--- src/rtl/riscv_pkg.sv ---
// Shared fetch-side definitions: datapath width, fetch FSM encoding,
// default reset PC and the sequential PC step.
package riscv_pkg;

    localparam int XLEN = 32;

    localparam logic [XLEN-1:0] DEFAULT_RESET_PC = 32'h0000_0000;
    localparam logic [XLEN-1:0] PC_INC           = 32'd4;

    // Fetch buffer entry is {pc, instr}
    localparam int ENTRY_W = 2 * XLEN;

    typedef enum logic [1:0] {
        ST_IDLE  = 2'd0,
        ST_RUN   = 2'd1,
        ST_DRAIN = 2'd2
    } fetch_state_t;

endpackage

--- src/rtl/fetch_fifo.sv ---
// Two-entry fetch buffer. Entry 0 is always the head; a pop shifts entry 1
// down. Push/pop in the same cycle keeps the count and the order. Flush
// empties the buffer; a pop in the flush cycle is still taken by the consumer
// because the head is presented combinationally during that cycle.
module fetch_fifo
    import riscv_pkg::*;
(
    input  logic               clk,
    input  logic               rst,
    input  logic               i_push,
    input  logic [ENTRY_W-1:0] i_push_data,
    input  logic               i_pop,
    input  logic               i_flush,
    output logic [ENTRY_W-1:0] o_head_data,
    output logic [1:0]         o_count
);

    logic [ENTRY_W-1:0] r_mem0;
    logic [ENTRY_W-1:0] r_mem1;
    logic [1:0]         r_count;
    logic               w_pop;
    logic               w_push;

    // Qualify pop/push so an empty pop or a full push without pop is ignored
    always_comb begin
        w_pop  = i_pop && (r_count != 2'd0);
        w_push = i_push && ((r_count != 2'd2) || w_pop);
    end

    // Storage and occupancy update
    always_ff @(posedge clk or posedge rst) begin
        if (rst) begin
            r_mem0  <= '0;
            r_mem1  <= '0;
            r_count <= 2'd0;
        end else if (i_flush) begin
            r_count <= 2'd0;
        end else begin
            case ({w_push, w_pop})
                2'b10: begin
                    if (r_count == 2'd0) r_mem0 <= i_push_data;
                    else                 r_mem1 <= i_push_data;
                    r_count <= r_count + 2'd1;
                end
                2'b01: begin
                    r_mem0  <= r_mem1;
                    r_count <= r_count - 2'd1;
                end
                2'b11: begin
                    if (r_count == 2'd1) begin
                        r_mem0 <= i_push_data;
                    end else begin
                        r_mem0 <= r_mem1;
                        r_mem1 <= i_push_data;
                    end
                end
                default: begin
                end
            endcase
        end
    end

    // Head reads as zero while empty so stale entries never leak out
    always_comb begin
        o_head_data = (r_count != 2'd0) ? r_mem0 : '0;
        o_count     = r_count;
    end

endmodule

--- src/rtl/imem_fetch_ctrl.sv ---
// Instruction fetch controller: walks the PC through a combinational
// instruction memory and buffers {pc, instr} pairs in a 2-entry FIFO.
// Consumer handshake: a head transfers on any cycle where instr_valid and
// instr_ready are both high; instr_valid never depends on instr_ready.
// Redirect overrides everything: flush, load the new PC, keep running.
module imem_fetch_ctrl
    import riscv_pkg::*;
#(
    parameter logic [XLEN-1:0] RESET_PC = DEFAULT_RESET_PC
) (
    input  logic            clk,
    input  logic            rst,
    input  logic            start,
    input  logic            halt,
    input  logic            redirect,
    input  logic [XLEN-1:0] redirect_pc,
    output logic [XLEN-1:0] imem_addr,
    input  logic [XLEN-1:0] imem_rdata,
    output logic            instr_valid,
    input  logic            instr_ready,
    output logic [XLEN-1:0] instr,
    output logic [XLEN-1:0] instr_pc,
    output logic            busy,
    output fetch_state_t    o_dbg_state
);

    fetch_state_t       r_state;
    fetch_state_t       w_state_next;
    logic [XLEN-1:0]    r_pc;
    logic [XLEN-1:0]    w_pc_next;
    logic [XLEN-1:0]    w_redirect_target;
    logic               w_push;
    logic               w_pop;
    logic [1:0]         w_count;
    logic [ENTRY_W-1:0] w_head;

    fetch_fifo u_fifo (
        .clk         (clk),
        .rst         (rst),
        .i_push      (w_push),
        .i_push_data ({r_pc, imem_rdata}),
        .i_pop       (w_pop),
        .i_flush     (redirect),
        .o_head_data (w_head),
        .o_count     (w_count)
    );

    // Next state, push decision and next PC; redirect wins over all else
    always_comb begin
        w_state_next      = r_state;
        w_push            = 1'b0;
        w_pop             = (w_count != 2'd0) && instr_ready;
        w_redirect_target = redirect_pc & ~32'h0000_0003;
        w_pc_next         = r_pc;
        if (redirect) begin
            w_pc_next = w_redirect_target;
            if (r_state != ST_IDLE) begin
                w_state_next = halt ? ST_DRAIN : ST_RUN;
            end
        end else begin
            case (r_state)
                ST_IDLE: begin
                    if (start) w_state_next = ST_RUN;
                end
                ST_RUN: begin
                    if (halt) begin
                        w_state_next = ST_DRAIN;
                    end else if ((w_count != 2'd2) || w_pop) begin
                        w_push    = 1'b1;
                        w_pc_next = r_pc + PC_INC;
                    end
                end
                ST_DRAIN: begin
                    if ((w_count == 2'd0) || ((w_count == 2'd1) && w_pop)) begin
                        w_state_next = ST_IDLE;
                    end
                end
                default: w_state_next = ST_IDLE;
            endcase
        end
    end

    // State and PC registers
    always_ff @(posedge clk or posedge rst) begin
        if (rst) begin
            r_state <= ST_IDLE;
            r_pc    <= RESET_PC;
        end else begin
            r_state <= w_state_next;
            r_pc    <= w_pc_next;
        end
    end

    // Output mapping from the PC register and buffer head
    always_comb begin
        imem_addr   = r_pc;
        instr_valid = (w_count != 2'd0);
        instr_pc    = w_head[ENTRY_W-1:XLEN];
        instr       = w_head[XLEN-1:0];
        busy        = (r_state != ST_IDLE);
        o_dbg_state = r_state;
    end

endmodule

--- config.mk ---
export PLATFORM = sky130hd
export DESIGN_NAME = imem_fetch_ctrl
export DESIGN_NICKNAME = d
export VERILOG_FILES = /design/src/rtl/riscv_pkg.sv /design/src/rtl/fetch_fifo.sv /design/src/rtl/imem_fetch_ctrl.sv
export SDC_FILE = /design/constraint.sdc
export NUM_CORES = 1
export LEC_CHECK = 0
export CAP_MARGIN = 20
export CORE_UTILIZATION = 55
export DETAILED_ROUTE_END_ITERATION = 8
export GPL_TIMING_DRIVEN = 0
export PLACE_DENSITY = 0.94
export SLEW_MARGIN = 20
export SYNTH_ARGS = -nofsm -noshare
export SYNTH_HDL_FRONTEND = slang
export SYNTH_SLANG_ARGS = --single-unit
export TNS_END_PERCENT = 100
--- constraint.sdc ---
create_clock -name clk -period 7.45 [get_ports clk]
set_input_delay 0.745 -clock clk [delete_from_list [all_inputs] [get_ports clk]]
set_output_delay 0.745 -clock clk [all_outputs]
set_load 0.02 [all_outputs]
==> flow_metrics.env, run 1 <==
# yosys + openroad results
export IMPL_clock_sinks=159
export IMPL_drt_iter0_drc=489
export IMPL_ys_ff=159
export IMPL_total_power_mw=3.54
export IMPL_regArea_um2=3980
export IMPL_tightestPinTransition_ns=0.910
export IMPL_grt_pass1_wl_um=31800
export IMPL_cts_tree="done"
export IMPL_vdd_ir_drop_max_v=0.000191
export IMPL_stdcell_count=1101
export IMPL_numPortBuffers=165
export IMPL_leakage_nw=4.37
export IMPL_avgRoutedWirePerCell_um=18.2
export IMPL_maxCapViolCount=0
export IMPL_cts_buffer_depth=2
export IMPL_crit_type="reg -> out"
export IMPL_die_w_um=121
export IMPL_syn_inst=722
export IMPL_grt_overflow_total=0
export IMPL_cts_buffers=17
export IMPL_cp_common_cell="clkbuf_1"
export IMPL_n_antenna_cell=0
export IMPL_ys_seq_frac=0.513
export IMPL_logic_area_um2=3470
export IMPL_period_needed_ns=3.72
export IMPL_slowest_stage="clkdlybuf4s50_1"
export IMPL_clock_skew_ns=0.00631
export IMPL_enable_flop_cells=0
export IMPL_period_used=0.499
export IMPL_slew_headroom=0.392
export IMPL_ctsHoldBuffers=0
export IMPL_synthArstFlopShare=1.00
export IMPL_antenna_found_initial=0
export IMPL_avgSynthCellArea_um2=10.7
export IMPL_critical_path_top_delay_family="buffers and inverters"
export IMPL_num_rows=43
export IMPL_most_common_layout_cells="165 x clkdlybuf4s50_1, 159 x dfrtp_1, 91 x nand2_1"
export IMPL_hold_violations=0
export IMPL_fp_utilization=0.560
export IMPL_cpPeakStageDelay_ns=0.55
export IMPL_drtAntennaViolNets=0
export IMPL_hold_class="reg -> reg"
export IMPL_yosysWarnings=0
export IMPL_final_common_cell="clkdlybuf4s50_1"
export IMPL_routed_via_density=5.70
export IMPL_insertion_delay_ns=0.43
export IMPL_critPathBufInv=5
export IMPL_grt_total_usage=0.287
export IMPL_finalNetCount=982
export IMPL_dp_cells=1069
export IMPL_grt_pass1_vias=6272
export IMPL_slew_viol_final=0
export IMPL_io_pins=170
export IMPL_syn2layout_area_growth_pct=32.1
export IMPL_drive_gt1_frac=0.0814
export IMPL_cts_setup_buffers=0
export IMPL_status="finished, final reports clean"
export IMPL_ctsResizeCount=0
export IMPL_power_density_nw_per_um2=346
export IMPL_fp_dieH_um=121
export IMPL_crit_fanout=10
export IMPL_start_kind="register"
export IMPL_cp_cell_sequence="inv_1, ha_1, clkbuf_1, clkbuf_1, nor2b_1, buf_4, clkdlybuf4s50_1"
export IMPL_finalWorstSetupSlack_ns=3.73
export IMPL_place_gp_congestion=0.863
export IMPL_critPathCaptureType="primary output"
export IMPL_filler_cell_count=930
export IMPL_cts_clk_slew_worst_paths_ns=0.06
export IMPL_setup_viol=0
export IMPL_fp_coreArea_um2=13800
export IMPL_pre_cts_slack_ns=4.22
export IMPL_drt_pre_antenna_iters=7
export IMPL_die_area_um2=14600
export IMPL_cts_root_buf="clkbuf_16"
export IMPL_yosys_stat_cells=722
export IMPL_netlist_area_um2=7750
export IMPL_rsz0062_at_grt="no"
export IMPL_fmax_mhz=269
export IMPL_ctsHtreeMaxLevel=4
export IMPL_synth_area_yosys_um2=7750
export IMPL_netlist_cell_type_count=53
export IMPL_synthFlopType="dfrtp_1"
export IMPL_timing_setup_tns_ns=0
[run 1: stage by stage]
| stage | hold WS, ns | utilization | cell area, um^2 |
|---|---|---|---|
| finish | 0.474 | 0.740 | 10200 |
| global route | 0.491 | 0.740 | 10200 |
| CTS | 0.478 | 0.740 | 10200 |
| detailed placement | 0.463 | 0.699 | 9670 |
| global placement | 0.456 | 0.696 | 9630 |
| floorplan | 0.442 | - | 7750 |
[run 1: per-layer routing]
| metal | wire length [um] | vias up | part of all wire |
|---|---|---|---|
| met5 | 0 | - | 0 |
| met4 | 499 | 0 | 0.025 |
| met3 | 1560 | 44 | 0.078 |
| met2 | 9690 | 299 | 0.48 |
| met1 | 8240 | 3063 | 0.41 |
| li1 | - | 2870 | - |
[run 1: logic make-up (layout without fill, tap and decap cells)]
| group | count (synthesis) | after routing | synth area share |
|---|---|---|---|
| other | 1 | 2 | 0.000484 |
| muxes | 126 | 126 | 0.173 |
| xor gates and xnor gates | 17 | 17 | 0.0192 |
| and+or+nand+nor | 237 | 237 | 0.159 |
| adders and majority gates | 5 | 5 | 0.00775 |
| AOI/OAI and AO/OA | 119 | 119 | 0.0883 |
| DFF | 159 | 159 | 0.513 |
| buffers and inverters | 58 | 256 | 0.0391 |
[run 1: power breakdown]
part,leakage (nW),internal (mW),switching (mW),total (mW)
clock network,0.274,0.473,0.364,0.838
registers,2.02,1.18,0.189,1.37
logic,2.07,0.616,0.721,1.34
total,4.37,2.27,1.27,3.54
[run 1: synthesized netlist by cell type, types with 14 or more instances]
master,count,share of area
clkbuf_1,20,0.0097
nand3_1,18,0.012
o21ai_1,61,0.039
nand4_1,14,0.011
nor2_1,18,0.0087
o21ai_0,30,0.019
nor2b_1,65,0.052
mux2_1,60,0.087
mux2i_1,63,0.081
dfrtp_1,159,0.51
buf_2,17,0.011
nand2_1,91,0.044
[run 1: registers in the layout (all words and copies together), names as in the netlist]
name            cells
u_fifo.r_mem1      62
u_fifo.o_count      2
imem_addr          30
u_fifo.r_mem0      63
o_dbg_state         2
[run 1: path summary, 6_finish.rpt]
path                                         from           endpoint  slack [ns]  cells past startpoint
worst min register to register  u_fifo.r_mem0[63]  u_fifo.r_mem0[63]        0.47                      2
worst max register to register  u_fifo.o_count[0]  u_fifo.r_mem0[24]        4.86                      8
worst min-delay path            u_fifo.r_mem0[63]  u_fifo.r_mem0[63]        0.47                      2
max in group asynchronous                     rst  u_fifo.r_mem1[48]        5.89                      3
min in group asynchronous                     rst  u_fifo.r_mem0[20]        0.76                      2
worst max-delay path            u_fifo.o_count[0]        instr_pc[1]        3.73                      7
[run 1: worst register-to-register path, stage by stage (launching register included)]
cell and delay (ns):
dfrtp_1 0.41, inv_1 0.10, ha_1 0.33, nor3_1 0.09
o21bai_1 0.72, buf_2 0.40, buf_2 0.28, nand2_1 0.08
o21ai_1 0.10
[run 1: cell type report]
cell class / instances / share of cell area
clock inverters: 14 / 0.0130
flip-flops and latches: 159 / 0.389
multi-input cells: 506 / 0.339
repair buffers: 166 / 0.164
plain buffers: 48 / 0.0259
inverters: 10 / 0.00440
clock buffers: 18 / 0.0429
well taps: 180 / 0.0220
==> run_1/layer_met3.png <==
(2 px per um)
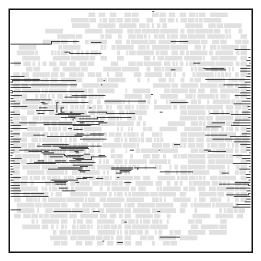
longest straight run: 35.9 um
nets with wire on the layer: 172
wire length on this layer: 1560 um
main direction: horizontal
total wire length: 20000 um
vias post-DR: 6276
met3 Usage GRT: 0.0708

==> run_1/layer_met2.png <==
(4 px per um)
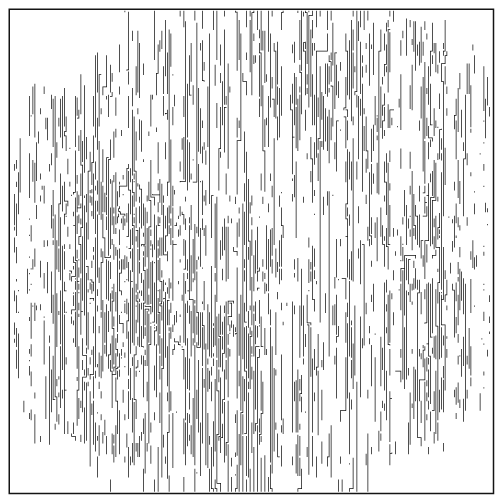
wire length on this layer: 9690 um
main direction: vertical
GRT met2 Usage: 0.474

==> run_1/congestion.png <==
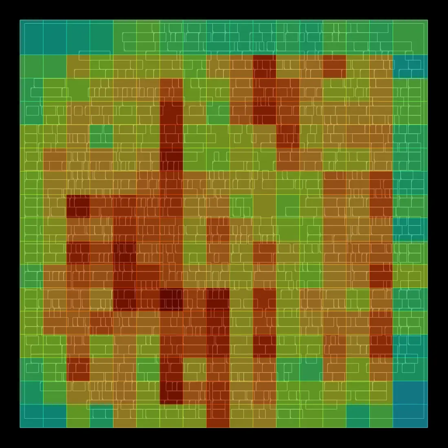
final core utilization: 0.740
grt met1 use: 0.357
Top Usage Layer GRT: met2

==> run_1/layer_met1.png <==
(3 px per um)
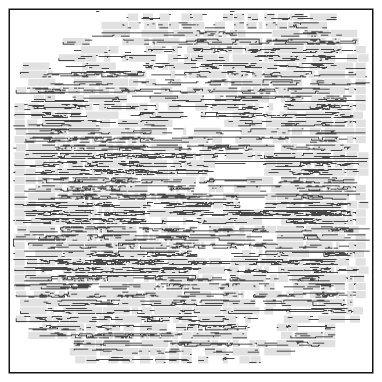
main direction: horizontal
longest straight run: 54.3 um

==> inputs of run 2 (changes only) <==
- CORE_UTILIZATION: 55 -> 46
- PLACE_DENSITY: 0.94 -> 0.85
- clock period: 7.45 -> 3.2 ns (I/O delays scaled with it)
==> run_2/layer_met1.png <==
(3 px per um)
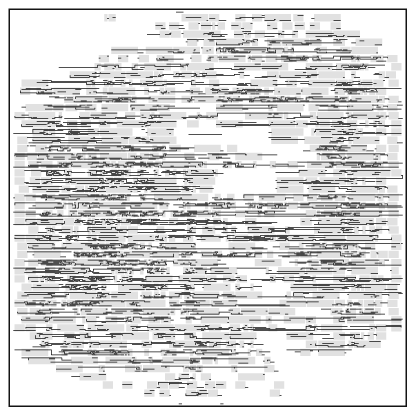
nets with wire on the layer: 872
share of all routed wire: 45%
main direction: horizontal
vias post-DR: 6179
total wire length: 20100 um
grt met1 use: 0.338

==> run_2/layer_met2.png <==
(4 px per um)
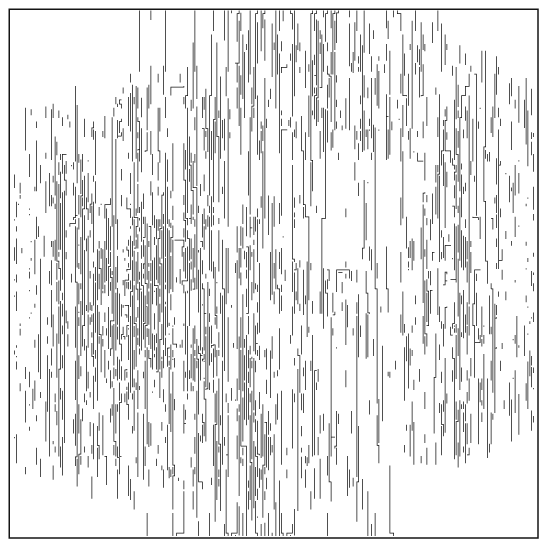
nets with wire on the layer: 846
longest straight run: 62.9 um
wire length on this layer: 9340 um
share of all routed wire: 47%
GRT met2 Usage: 0.379

==> flow_metrics.env, run 2 <==
# yosys + openroad results
export IMPL_status="finished, final reports clean"
export IMPL_route_met2_wl_um=9340
export IMPL_fp_utilization=0.469
export IMPL_tightestPinTransition_ns=0.817
export IMPL_stdcell_count=1145
export IMPL_finalNetCount=986
export IMPL_largest_reg_flops=63
export IMPL_ys_seq_frac=0.513
export IMPL_top_area_cell="dfrtp_1"
export IMPL_most_common_cell="dfrtp_1"
export IMPL_grt_pass1_vias=6054
export IMPL_grt_overflow_total=0
export IMPL_total_power_mw=8.30
export IMPL_maxCapViolCount=0
export IMPL_syn2layout_area_growth_pct=33.8
export IMPL_wl_met3_um=1340
export IMPL_top_layer_used="met4"
export IMPL_synthTopCellsByCount="159 x dfrtp_1, 91 x nand2_1, 65 x nor2b_1"
export IMPL_final_common_cell="clkdlybuf4s50_1"
export IMPL_netlist_area_um2=7750
export IMPL_slew_headroom=0.454
export IMPL_die_area_um2=17400
export IMPL_slowest_stage="clkdlybuf4s50_1"
export IMPL_topCellsByArea="dfrtp_1 51%, mux2_1 8.7%, mux2i_1 8.1%, nor2b_1 5.2%, nand2_1 4.4%"
export IMPL_fp_coreArea_um2=16500
export IMPL_grt_pass1_wl_um=32700
export IMPL_cts_buffers=17
export IMPL_fmax_mhz=333
export IMPL_cts_clk_slew_worst_paths_ns=0.06
export IMPL_syn_inst=722
export IMPL_regArea_um2=3980
export IMPL_drtAntennaViolNets=0
export IMPL_ctsHtreeMaxLevel=4
export IMPL_regMostFlops="u_fifo.r_mem0"
export IMPL_place_gp_congestion=0.894
export IMPL_cpPeakStageDelay_ns=0.57
export IMPL_io_pins=170
export IMPL_insertion_delay_ns=0.42
==> run_2/layer_met4.png <==
(2 px per um)
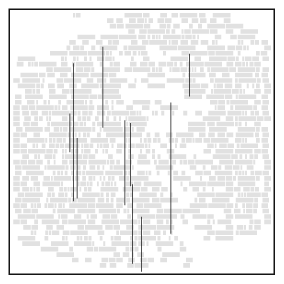
wire length on this layer: 384 um
nets with wire on the layer: 8
longest straight run: 68.7 um
share of all routed wire: 1.9%

==> run 2: cell types whose count changed in the layout (fill, tap and decap cells not counted), moves of 2 or more <==
cell and delta:
clkinv_2 +2, clkbuf_1 +2, clkinv_4 -2, buf_12 +5, inv_6 -5, clkbuf_2 +2
bufinv_16 +2
==> run 2: layout make-up <==
| class | count | area share |
|---|---|---|
| Multi-Input combinational cell | 506 | 0.335 |
| Sequential cell | 159 | 0.384 |
| Clock buffer | 21 | 0.0425 |
| Clock inverter | 11 | 0.0136 |
| Timing Repair Buffer | 170 | 0.169 |
| Buffer | 48 | 0.0258 |
| Inverter | 10 | 0.00398 |
| Tap cell | 220 | 0.0265 |
==> run 2: stage by stage <==
step | area, um^2 | hold slack [ns] | setup WS, ns | util | TNS [ns]
after floorplan | 7760 | 0.414 | 0.865 | - | 0
after global placement | 9680 | 0.457 | -0.478 | 0.586 | -74.18
after detailed placement | 9780 | 0.463 | 0.346 | 0.592 | 0
after CTS | 10400 | 0.187 | 0.121 | 0.627 | 0
after global routing | 10400 | 0.208 | 0.0495 | 0.627 | 0
final | 10400 | 0.197 | 0.197 | 0.627 | 0
==> run 2: cells by family after synthesis <==
group,synth area share
buffers and inverters,0.0391
XOR/XNOR,0.0192
multiplexers,0.173
flip-flops,0.513
other,0.000484
AND-OR/OR-AND,0.0883
adder cells (fa/ha/maj),0.00775
AND/OR/NAND/NOR,0.159
==> run 2: worst paths after layout <==
path / cells past startpoint / start / slack, ns / endpoint
setup / recovery: 6 / u_fifo.o_count[1] / 0.20 / instr_pc[19]
hold reg to reg: 2 / u_fifo.r_mem0[63] / 0.47 / u_fifo.r_mem0[63]
max in group asynchronous: 5 / rst / 2.13 / u_fifo.r_mem0[0]
setup reg to reg: 8 / u_fifo.o_count[0] / 0.65 / u_fifo.r_mem0[41]
min in group clk: 3 / redirect_pc[18] / 0.47 / imem_addr[18]
hold / removal: 2 / rst / 0.20 / u_fifo.r_mem0[28]
==> run 2: per-layer routing <==
metal	GRT usage	vias to the layer above
li1	-	2885
met1	0.338	3014
met2	0.379	252
met3	0.0504	28
met4	0.0795	0
met5	0	-
==> run 2: power breakdown <==
| group | switching, mW | internal (mW) | leakage (nW) |
|---|---|---|---|
| Sequential | 0.424 | 2.75 | 2.02 |
| Combinational | 1.64 | 1.45 | 2.11 |
| Clock | 0.815 | 1.22 | 0.277 |
| Total | 2.88 | 5.41 | 4.41 |
==> run 2: worst reg2reg max path: stages (launching register included) <==
cell	delay, ns
dfrtp_1	0.42
inv_1	0.10
ha_1	0.35
nor3_1	0.09
o21bai_1	0.66
buf_2	0.40
buf_2	0.29
nand2_1	0.10
o21ai_1	0.07
==> run 2: timing repair <==
item | CTS | global route
endpoints found under the setup margin | 10 | 1
gates resized | 1 | 2
gates cloned | 0 | 0
No activity file was given, so power comes from the tool's default toggle rates.
